## config.mk

```make
export PLATFORM = sky130hd
export DESIGN_NAME = strt_check
export DESIGN_NICKNAME = d
export VERILOG_FILES = /design/src/rtl/strt_check.sv
export SDC_FILE = /design/constraint.sdc
export NUM_CORES = 1
export LEC_CHECK = 0
export ABC_AREA = 1
export CAP_MARGIN = 0
export CORE_AREA = 4 4 41 43
export DETAILED_ROUTE_END_ITERATION = 12
export DIE_AREA = 0 0 45 47
export PLACE_DENSITY_LB_ADDON = 0.25
export RECOVER_POWER = 25
export SLEW_MARGIN = 30
export SYNTH_ARGS = -nofsm -noshare
export SYNTH_HDL_FRONTEND = slang
export SYNTH_SLANG_ARGS = --single-unit
```

## constraint.sdc

```tcl
create_clock -name clk -period 0.8 [get_ports clk]
set_input_delay 0.12 -clock clk [delete_from_list [all_inputs] [get_ports clk]]
set_output_delay 0.12 -clock clk [all_outputs]
set_load 0.05 [all_outputs]
```

## src/rtl/strt_check.sv

```systemverilog
// strt_check: UART receiver start-bit checker.
// Flags strt_glitch when the start bit is sampled high at the last
// oversampling tick of the bit (edge_cnt == Prescale-1) inside the
// check window driven by the RX FSM. All bit timing comes from edge_cnt.
//
// Build option: define STRT_GLITCH_STICKY_EN to make the flag sticky
// for the rest of the check window once set. Undefined (default): each
// evaluation overwrites the flag with the sampled bit.
module strt_check #(
  parameter int Prescale_width = 6
) (
  input  logic                      clk,
  input  logic                      reset_n,
  input  logic                      strt_chk_en,
  input  logic                      sampled_bit,
  input  logic [Prescale_width-1:0] Prescale,
  input  logic [Prescale_width-1:0] edge_cnt,
  output logic                      strt_glitch
);

  // Last tick index of the bit. The subtraction wraps, so Prescale = 0
  // compares against all-ones and Prescale = 1 evaluates on tick 0.
  logic [Prescale_width-1:0] last_tick;
  logic                      eval;
  logic                      strt_glitch_q;
  logic                      strt_glitch_d;

  // Evaluation strobe: enabled window and final tick of the bit.
  always_comb begin
    last_tick = Prescale - Prescale_width'(1);
    eval      = strt_chk_en && (edge_cnt == last_tick);
  end

  // Next-state for the glitch flag: clear outside the window, update at
  // the evaluation tick, hold otherwise.
  always_comb begin
    // NOTE: the hold value is assigned first so every path drives
    // strt_glitch_d; a missing default here would infer a latch.
    strt_glitch_d = strt_glitch_q;
    if (!strt_chk_en) begin
      strt_glitch_d = 1'b0;
    end else if (eval) begin
`ifdef STRT_GLITCH_STICKY_EN
      strt_glitch_d = strt_glitch_q | sampled_bit;
`else
      strt_glitch_d = sampled_bit;
`endif
    end
  end

  // Output flop with asynchronous active-low clear.
  always_ff @(posedge clk or negedge reset_n) begin
    // NOTE: non-blocking assignment for registered state so every flop
    // samples pre-edge values regardless of process ordering.
    if (!reset_n) begin
      strt_glitch_q <= 1'b0;
    end else begin
      strt_glitch_q <= strt_glitch_d;
    end
  end

  assign strt_glitch = strt_glitch_q;

endmodule

```

==> results.yml <==
# implementation run metrics
clock_network:
  clk_latency_ns: 0
  cts_hold_buf: 0
floorplan:
  ios: 17
  core-area_sq_um: 1301
  initial_core_util: 0.2375
placement:
  dpl.cell_count: 96
  preCtsSetupSlack_ns: -0.9174
  gp_congestion: 0.6876
timing:
  worst_pin_slew_ns: 0.1389
  fmax_mhz: 885.9
  layout_min_cycle_time_ns: 1.129
  skew_ns: 0
  worst_slack_ns: -0.3288
  fin_crit_sh: 1.411
  finalSetupViolations: 1
critical_path:
  critPathMaxStageDelay_ns: 0.15
  required_ns: 0.68
  cp_cell_sequence: "buf_12 > inv_12 > ha_4 > inv_1 > nand2_2 > nand2_1 > nand2_1 > nand2_2 > nand2_1 > nor2_2 > nand2_1 > nand3_1 > nand2_1"
  crit_fanout: 3
detailed_routing:
  drt_iter0_drc: 2
  vias_per_cell: 4.031
  finalWirelength_um: 698
yosys:
  synth_area_sq_um: 309.0
  ys_types: 12
  top_cell: "nand2_1"
  ys_chip_area_sq_um: 309.0
  postSynthSeqShare: 0.08097
  ys_cells: 63
  synth-edff-count: 0
  synthArstFlopShare: 1.000
  topCellsByArea: "nand2_1 (33%), inv_1 (13%), nand3_1 (11%), dfrtp_1 (8.1%), nand2_2 (6.1%)"
finish:
  logic_area_sq_um: 257.7
  syn_to_final_growth_pct: 82.19
power_and_ir_drop:
  power_density_nw_per_um2: 511.7
grt:
  grt-ovfl-total: 0
flow_run:
  warning_count: 32
status:
  status: "complete, but fails checks"
  violations: "negative setup slack"
layout make-up:
cell class                      instances  share of cell area
Tap cell                               15             0.03333
Inverter                               14              0.1244
Timing Repair Buffer                   19              0.3400
Sequential cell                         1             0.04444
Multi-Input combinational cell         48              0.4578
worst max-delay path: cells and delay by family:
family | cells | cell delay (ns)
adder cells (fa/ha/maj) | 1 | 0.15
buffers and inverters | 3 | 0.18
AND/OR/NAND/NOR | 9 | 0.56
through the flow:
stage,utilization,setup TNS (ns),hold slack (ns)
6_report,0.4327,-0.3288,0.3360
5_1_grt,0.4327,-0.4396,0.3406
4_1_cts,0.4279,-0.3777,0.2713
3_5_place_dp,0.4173,-0.9174,0.2713
3_3_place_gp,0.4173,-0.9024,0.2703
2_1_floorplan,-,-0.1885,-0.1756
layer usage:
metal | track usage | wire length, um | up-vias
met3 | 0.007663 | 56 | 0
met1 | 0.08804 | 311 | 156
met2 | 0.1186 | 329 | 9
met4 | 0 | 0 | 0
met5 | 0 | 0 | -
li1 | - | - | 226
power breakdown:
part	total [mW]	internal, mW	leakage (nW)	switching, mW
logic	0.235	0.124	0.313	0.111
registers	0.0530	0.0522	0.0139	0.000771
clock network	0	0	0	0
logic make-up (layout without fill, tap and decap cells):
logic type,after synthesis,count (layout),synth area share
and+or+nand+nor,47,47,0.7085
buffers and inverters,14,33,0.1700
adders and majority gates,1,1,0.04048
DFF,1,1,0.08096
final timing paths:
kind / cells after the start / slack (ns) / startpoint / to
min in group clk: 2 / 0.55 / strt_glitch / strt_glitch
min: 1 / 0.34 / reset_n / strt_glitch
max in group asynchronous: 1 / 0.36 / reset_n / strt_glitch
max reg2reg: 2 / 0.16 / strt_glitch / strt_glitch
min reg2reg: 2 / 0.55 / strt_glitch / strt_glitch
max: 13 / -0.33 / Prescale[0] / strt_glitch
### Drive-strength map

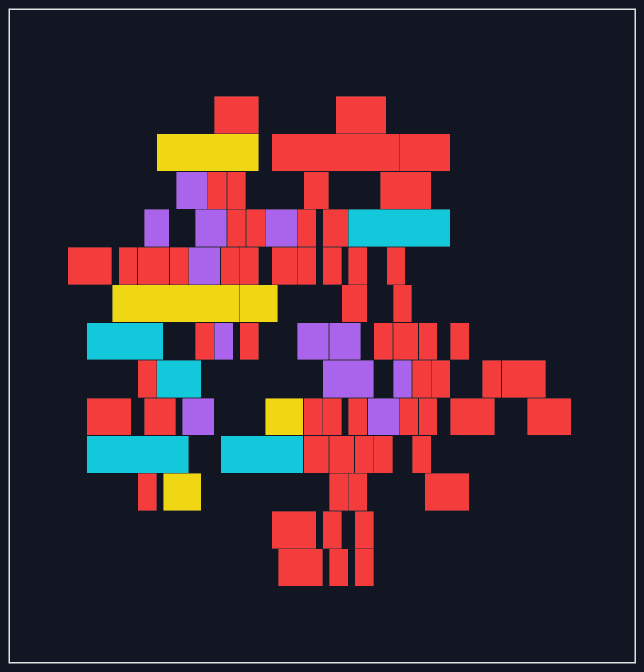
[yellow] _3 and _4 cells | cells: 5
[purple] _2 cells | cells: 12
[cyan] _6 and larger | cells: 5
[red] _0 and _1 cells | cells: 60

### Routed metal, one colour a layer

Only two layers are drawn.
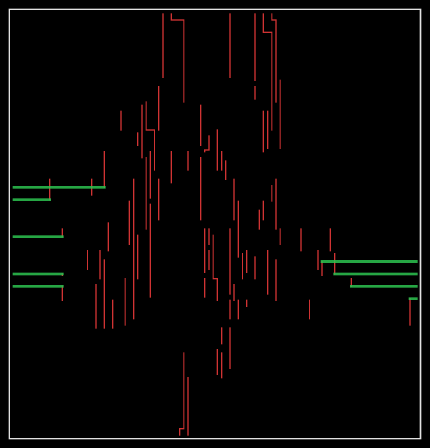
[green] metal 3 | wire length: 56.8 um
[red] metal 2 | wire length: 330 um

### Routing congestion

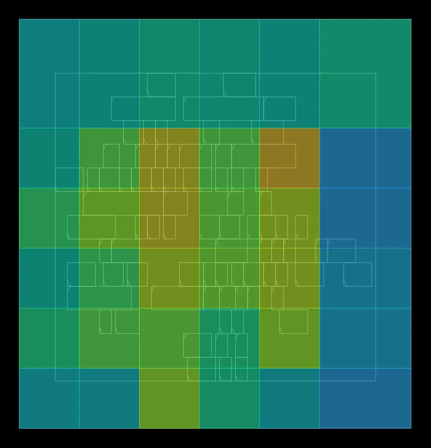
met1 Usage GRT: 0.08804
GR Util met3: 0.007663
fin util: 0.4327

### Selected gate families

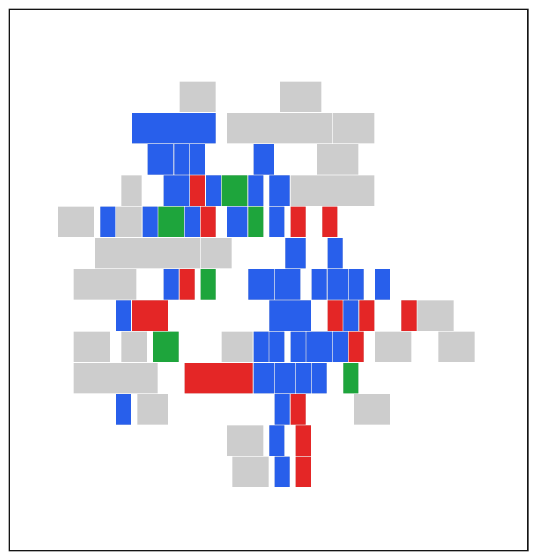
[blue] nand cells | cells: 39 | where: centre
[green] nor cells | cells: 6 | where: centre
[red] inv cells | cells: 14

Power and IR drop assume default switching activity.
